## src/rtl/controlador_matriz_pkg.sv

```systemverilog
// Shared types and column helper for the 5x7 LED-matrix scheduler.
// CONTROLADOR_MATRIZ_ROLAGEM_EN enables the column-by-column scroll-in state.
package pacote_matriz;

    localparam int unsigned NUM_COLUNAS    = 5;
    localparam int unsigned LARGURA_COLUNA = 7;
    localparam int unsigned LARGURA_FRAME  = NUM_COLUNAS * LARGURA_COLUNA;

`ifdef CONTROLADOR_MATRIZ_ROLAGEM_EN
    typedef enum logic [1:0] {OCIOSO, ROLANDO, EXIBINDO} estado_t;
`else
    typedef enum logic [1:0] {OCIOSO, EXIBINDO} estado_t;
`endif

    // Column 0 sits in the most significant bits of the frame.
    function automatic logic [LARGURA_COLUNA-1:0] coluna(
        input logic [LARGURA_FRAME-1:0] frame,
        input logic [2:0]               idx
    );
        logic [LARGURA_COLUNA-1:0] w_col;
        case (idx)
            3'd0:    w_col = frame[34:28];
            3'd1:    w_col = frame[27:21];
            3'd2:    w_col = frame[20:14];
            3'd3:    w_col = frame[13:7];
            3'd4:    w_col = frame[6:0];
            default: w_col = '0;
        endcase
        return w_col;
    endfunction

endpackage

```

## src/rtl/controlador_matriz_arbitro.sv

```systemverilog
// Two-way round-robin arbiter with registered one-cycle acknowledges.
// o_last_grant is 1 when B holds the most recent grant (reset value).
module arbitro_rr_2 (
    input  logic i_clock,
    input  logic i_reset,
    input  logic i_permitido,
    input  logic i_req_a,
    input  logic i_req_b,
    output logic o_ack_a,
    output logic o_ack_b,
    output logic o_last_grant
);

    logic r_ack_a;
    logic r_ack_b;
    logic r_last_b;
    logic w_conc_a;
    logic w_conc_b;

    always_comb begin
        w_conc_a = 1'b0;
        w_conc_b = 1'b0;
        if (i_permitido) begin
            if (i_req_a && i_req_b) begin
                w_conc_a = r_last_b;
                w_conc_b = !r_last_b;
            end else begin
                w_conc_a = i_req_a;
                w_conc_b = i_req_b;
            end
        end
    end

    always_ff @(posedge i_clock) begin
        if (i_reset) begin
            r_ack_a  <= 1'b0;
            r_ack_b  <= 1'b0;
            r_last_b <= 1'b1;
        end else begin
            r_ack_a <= w_conc_a;
            r_ack_b <= w_conc_b;
            if (w_conc_a) begin
                r_last_b <= 1'b0;
            end else if (w_conc_b) begin
                r_last_b <= 1'b1;
            end
        end
    end

    assign o_ack_a      = r_ack_a;
    assign o_ack_b      = r_ack_b;
    assign o_last_grant = r_last_b;

endmodule

```

## src/rtl/controlador_matriz.sv

```systemverilog
// Frame scheduler for the 5x7 LED-matrix driver: arbitration, minimum hold, optional scroll-in.
// Define CONTROLADOR_MATRIZ_ROLAGEM_EN to scroll frames in; otherwise frames load at once.
module controlador_matriz
    import pacote_matriz::*;
#(
    parameter int unsigned TICKS_PASSO  = 50,
    parameter int unsigned EXIBICAO_MIN = 200
) (
    input  logic                      i_clock,
    input  logic                      i_reset,
    input  logic                      i_tick,
    input  logic                      i_req_a,
    input  logic [LARGURA_FRAME-1:0]  i_frame_a,
    output logic                      o_ack_a,
    input  logic                      i_req_b,
    input  logic [LARGURA_FRAME-1:0]  i_frame_b,
    output logic                      o_ack_b,
    output logic [LARGURA_COLUNA-1:0] o_mapa0,
    output logic [LARGURA_COLUNA-1:0] o_mapa1,
    output logic [LARGURA_COLUNA-1:0] o_mapa2,
    output logic [LARGURA_COLUNA-1:0] o_mapa3,
    output logic [LARGURA_COLUNA-1:0] o_mapa4,
    output logic                      o_enable,
    output logic                      o_ocupado
);

    localparam logic [15:0] EXIB_MIN_W = 16'(EXIBICAO_MIN);

    estado_t                   r_estado;
    estado_t                   w_estado_prox;
    logic [LARGURA_COLUNA-1:0] r_mapa [NUM_COLUNAS];
    logic [15:0]               r_exib;
    logic                      r_enable;
    logic                      w_ack_a;
    logic                      w_ack_b;
    logic                      w_last_grant;
    logic                      w_permitido;
    logic                      w_aceite;
    logic                      w_exib_cheio;
    logic [LARGURA_FRAME-1:0]  w_frame_sel;

    assign w_exib_cheio = (r_exib >= EXIB_MIN_W);
    assign w_aceite     = w_ack_a || w_ack_b;
    // last_grant flips on the same edge the ack rises, so it names the frame being captured.
    assign w_frame_sel  = w_last_grant ? i_frame_b : i_frame_a;

    // No new grant while an ack is in flight; the state only moves on the ack cycle.
    assign w_permitido = ((r_estado == OCIOSO) || ((r_estado == EXIBINDO) && w_exib_cheio))
                         && !w_ack_a && !w_ack_b;

    arbitro_rr_2 u_arbitro (
        .i_clock      (i_clock),
        .i_reset      (i_reset),
        .i_permitido  (w_permitido),
        .i_req_a      (i_req_a),
        .i_req_b      (i_req_b),
        .o_ack_a      (w_ack_a),
        .o_ack_b      (w_ack_b),
        .o_last_grant (w_last_grant)
    );

`ifdef CONTROLADOR_MATRIZ_ROLAGEM_EN
    localparam logic [7:0] DIV_ULT = 8'(TICKS_PASSO - 1);

    logic [7:0]               r_div;
    logic [2:0]               r_passo;
    logic [LARGURA_FRAME-1:0] r_pendente;
    logic                     w_passo_agora;

    assign w_passo_agora = (r_estado == ROLANDO) && i_tick && (r_div == DIV_ULT);

    always_ff @(posedge i_clock) begin
        if (i_reset) begin
            r_div      <= 8'd0;
            r_passo    <= 3'd0;
            r_pendente <= '0;
        end else if (w_aceite) begin
            r_div      <= 8'd0;
            r_passo    <= 3'd0;
            r_pendente <= w_frame_sel;
        end else if ((r_estado == ROLANDO) && i_tick) begin
            if (r_div == DIV_ULT) begin
                r_div   <= 8'd0;
                r_passo <= (r_passo == 3'd4) ? 3'd0 : r_passo + 3'd1;
            end else begin
                r_div <= r_div + 8'd1;
            end
        end
    end
`endif

    always_comb begin
        w_estado_prox = r_estado;
        unique case (r_estado)
            OCIOSO, EXIBINDO: begin
                if (w_aceite) begin
`ifdef CONTROLADOR_MATRIZ_ROLAGEM_EN
                    w_estado_prox = ROLANDO;
`else
                    w_estado_prox = EXIBINDO;
`endif
                end
            end
`ifdef CONTROLADOR_MATRIZ_ROLAGEM_EN
            ROLANDO: begin
                if (w_passo_agora && (r_passo == 3'd4)) begin
                    w_estado_prox = EXIBINDO;
                end
            end
`endif
            default: w_estado_prox = OCIOSO;
        endcase
    end

    always_ff @(posedge i_clock) begin
        if (i_reset) begin
            r_estado <= OCIOSO;
        end else begin
            r_estado <= w_estado_prox;
        end
    end

    always_ff @(posedge i_clock) begin
        if (i_reset) begin
            for (int i = 0; i < NUM_COLUNAS; i++) begin
                r_mapa[i] <= '0;
            end
`ifdef CONTROLADOR_MATRIZ_ROLAGEM_EN
        end else if (w_passo_agora) begin
            for (int i = 0; i < NUM_COLUNAS - 1; i++) begin
                r_mapa[i] <= r_mapa[i+1];
            end
            r_mapa[NUM_COLUNAS-1] <= coluna(r_pendente, r_passo);
`else
        end else if (w_aceite) begin
            for (int i = 0; i < NUM_COLUNAS; i++) begin
                r_mapa[i] <= coluna(w_frame_sel, 3'(i));
            end
`endif
        end
    end

    // Hold counter restarts on every accept and only runs while the frame is fully shown.
    always_ff @(posedge i_clock) begin
        if (i_reset || w_aceite || (r_estado != EXIBINDO)) begin
            r_exib <= 16'd0;
        end else if (i_tick && !w_exib_cheio) begin
            r_exib <= r_exib + 16'd1;
        end
    end

    always_ff @(posedge i_clock) begin
        if (i_reset) begin
            r_enable <= 1'b0;
        end else if (w_aceite) begin
            r_enable <= 1'b1;
        end
    end

`ifdef CONTROLADOR_MATRIZ_ROLAGEM_EN
    assign o_ocupado = (r_estado == ROLANDO) || ((r_estado == EXIBINDO) && !w_exib_cheio);
`else
    assign o_ocupado = (r_estado == EXIBINDO) && !w_exib_cheio;
`endif

    assign o_ack_a  = w_ack_a;
    assign o_ack_b  = w_ack_b;
    assign o_enable = r_enable;
    assign o_mapa0  = r_mapa[0];
    assign o_mapa1  = r_mapa[1];
    assign o_mapa2  = r_mapa[2];
    assign o_mapa3  = r_mapa[3];
    assign o_mapa4  = r_mapa[4];

endmodule

```

## config.mk

```make
export PLATFORM = sky130hd
export DESIGN_NAME = controlador_matriz
export DESIGN_NICKNAME = d
export VERILOG_FILES = /design/src/rtl/controlador_matriz_pkg.sv /design/src/rtl/controlador_matriz_arbitro.sv /design/src/rtl/controlador_matriz.sv
export SDC_FILE = /design/constraint.sdc
export NUM_CORES = 1
export LEC_CHECK = 0
export ABC_AREA = 1
export CAP_MARGIN = 20
export CELL_PAD_IN_SITES_DETAIL_PLACEMENT = 0
export CELL_PAD_IN_SITES_GLOBAL_PLACEMENT = 1
export CORE_UTILIZATION = 28
export DETAILED_ROUTE_END_ITERATION = 8
export HOLD_SLACK_MARGIN = 0.05
export PLACE_DENSITY = 0.78
export SYNTH_ARGS = -nofsm -noshare
export SYNTH_HDL_FRONTEND = slang
export SYNTH_SLANG_ARGS = --single-unit
```

## constraint.sdc

```tcl
create_clock -name i_clock -period 1.9 [get_ports i_clock]
set_input_delay 0.475 -clock i_clock [delete_from_list [all_inputs] [get_ports i_clock]]
set_output_delay 0.475 -clock i_clock [all_outputs]
set_load 0.01 [all_outputs]
```

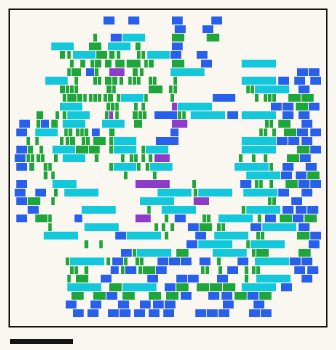
placement_by_type.png
Scale bar: 20 um.
Blue stands for other buffers and delay cells, cells 122. Green stands for combinational and other logic, cells 216. Purple stands for clock drivers and dummy loads, cells 8. Cyan stands for flops, cells 55.

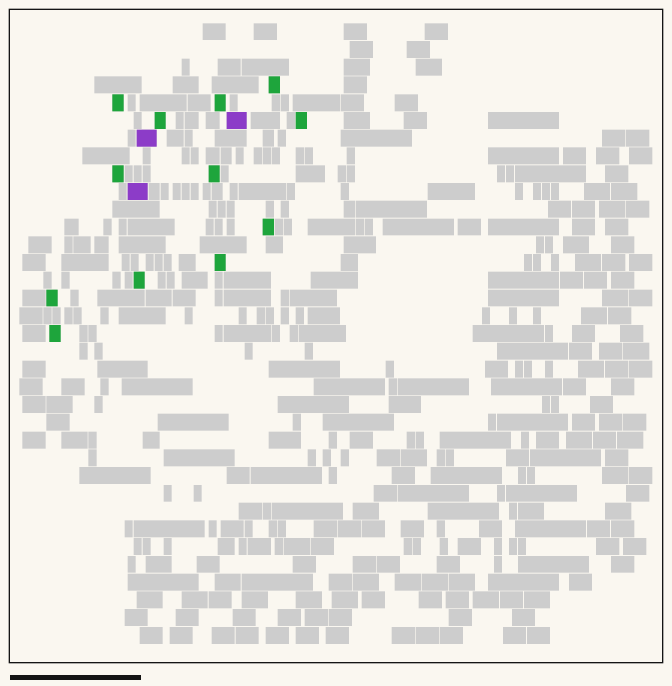
logic_types.png
Scale bar: 20 um.
Green stands for inverting AOI/OAI gates, cells 12, most used a21oi_1. Purple stands for XOR/XNOR gates, cells 3, most used xor2_1.

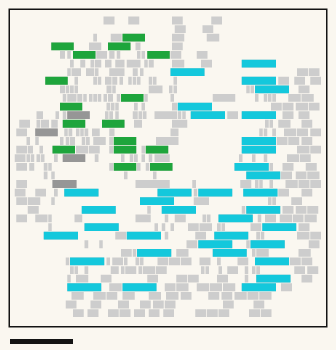
flops_by_reg.png
Scale bar: 20 um. Other sequential cells in the stronger grey, the rest of the logic in the fainter grey.
Cyan stands for r_mapa, sequential cells 35. Green stands for r_exib, sequential cells 16.

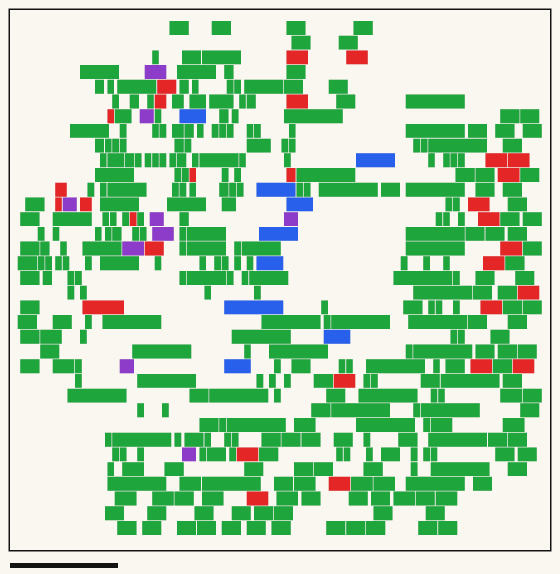
sizes.png
Scale bar: 20 um.
Green stands for _0 and _1 cells, cells 354. Blue stands for _6 and larger, cells 9. Red stands for _2 cells, cells 29. Purple stands for _3 and _4 cells, cells 9.

==> impl_metrics.json <==
{
  "status": "finished clean",
  "synth-edff-count": 35,
  "syn-instance-count": 279,
  "ys_seq_share_pct": 54.10,
  "final_layout_size_suffix_gt1_share_pct": 11.72,
  "fp_util_pct": 29.03,
  "start_kind": "register",
  "fmax_mhz": 552.8,
  "row_count": 35,
  "logic_family": "simple AND/OR/NAND/NOR gates",
  "vdd_drop_max_uv": 305.0,
  "grt_max_degree": 33,
  "mux_share_pct": 14.69,
  "power_density_mw_per_mm2": 700.8,
  "core_area_mm2": 0.009240,
  "fillers": 917,
  "path_clk_slew_ns": 0.09,
  "adder_share_pct": 0.9328,
  "common_cells": "nand2_1 (70), inv_1 (57), edfxtp_1 (35)",
  "ys.flops": 55,
  "clkLatencyLatePin_ns": 0.31,
  "r2r_start": "u_arbitro.o_last_grant",
  "dpl.hpwl_mm": 4.804,
  "p_leak_nw": 1.837,
  "end_kind": "output port",
  "worstPathArrival_ns": 1.33,
  "track_usage_pct": 13.10,
  "power_mw": 2.898,
  "worstMarginPinSlew_ns": 0.3146,
  "finalCritPeriodShare_pct": 95.21,
  "simple_gate_share_pct": 16.23,
  "diodes": 0
}
## cell type report
class | instances | area [um2] | share of cell area [%]
Clock buffer | 5 | 68.82 | 1.664
Clock inverter | 3 | 38.79 | 0.9380
Inverter | 61 | 229.0 | 5.537
Multi-Input combinational cell | 155 | 948.4 | 22.93
Sequential cell | 55 | 1453 | 35.13
Tap cell | 129 | 161.4 | 3.903
Timing Repair Buffer | 122 | 1236 | 29.89
## logic make-up (layout without fill, tap and decap cells)
| kind of cell | count (synthesis) | after routing |
|---|---|---|
| flops | 55 | 55 |
| buf+inv | 69 | 191 |
| xor+xnor | 3 | 3 |
| simple gates | 103 | 103 |
| compound gates | 12 | 12 |
| fa+ha+maj | 2 | 2 |
| mux | 35 | 35 |
## stage by stage
stage               hold slack (ns)  instance area (um2)  utilization [%]  worst slack, ns
floorplan                    0.4083                 2683                -          0.07085
global placement             0.4148                 4023            43.53           0.1150
detailed placement           0.4186                 4023            43.53          0.09706
CTS                          0.4336                 4129            44.69         0.004599
global route                 0.4550                 4135            44.75         0.003588
finish                       0.4331                 4135            44.75          0.09101
## worst max-delay path: stages (launching register included)
cell and delay, ns:
dfxtp_1 0.33, nor2_1 0.10, nand2_1 0.09, nor2_4 0.12, nand3_2 0.09, inv_1 0.07, clkdlybuf4s15_1 0.23
## power by group
part | switching (mW) | total, mW | leakage [nW] | internal, mW
Clock | 0.377 | 0.763 | 0.0556 | 0.387
Sequential | 0.0457 | 1.43 | 0.534 | 1.38
Combinational | 0.275 | 0.707 | 1.25 | 0.432
Total | 0.697 | 2.90 | 1.84 | 2.20
## registers in the layout, summed over array words and instances (netlist names)
signal                  flops
o_enable                    1
u_arbitro.o_last_grant      1
u_arbitro.o_ack_b           1
u_arbitro.o_ack_a           1
r_mapa                     35
r_exib                     16
## final timing paths
| check | to | slack, ns | cells after the start |
|---|---|---|---|
| setup / recovery | o_ocupado | 0.09 | 6 |
| hold / removal | r_exib[12] | 0.43 | 2 |
| setup reg to reg | r_mapa[0][18] | 0.44 | 4 |
| hold reg to reg | r_exib[12] | 0.43 | 2 |
## layer usage
layer | track usage [%] | wire (um) | up-vias
met1 | 14.00 | 2561 | 980
met5 | 0 | 0 | -
met2 | 24.40 | 3153 | 71
met3 | 3.134 | 359 | 11
met4 | 5.769 | 134 | 0
li1 | - | - | 1104
## placed cells by master, fill, tap and decap left out, types with 2 or more instances in the layout
cell / n
clkdlybuf4s50_1: 112
nand2_1: 69
inv_1: 57
edfxtp_1: 35
nor2_1: 19
dfxtp_1: 19
mux2_2: 18
mux2_1: 17
a21oi_1: 10
buf_4: 6
clkbuf_8: 5
inv_2: 4
nand3_1: 4
nor2_4: 3
xor2_1: 3
buf_12: 3
nand2_2: 2
nand3_2: 2
nand4_1: 2
ha_1: 2
## what timing repair did
action	in CTS	in global routing
endpoints found under the setup margin	1	1
gates resized	1	2
hold buffers	0	0
buffers inserted	0	0
Power is estimated from default activity; no workload was simulated.
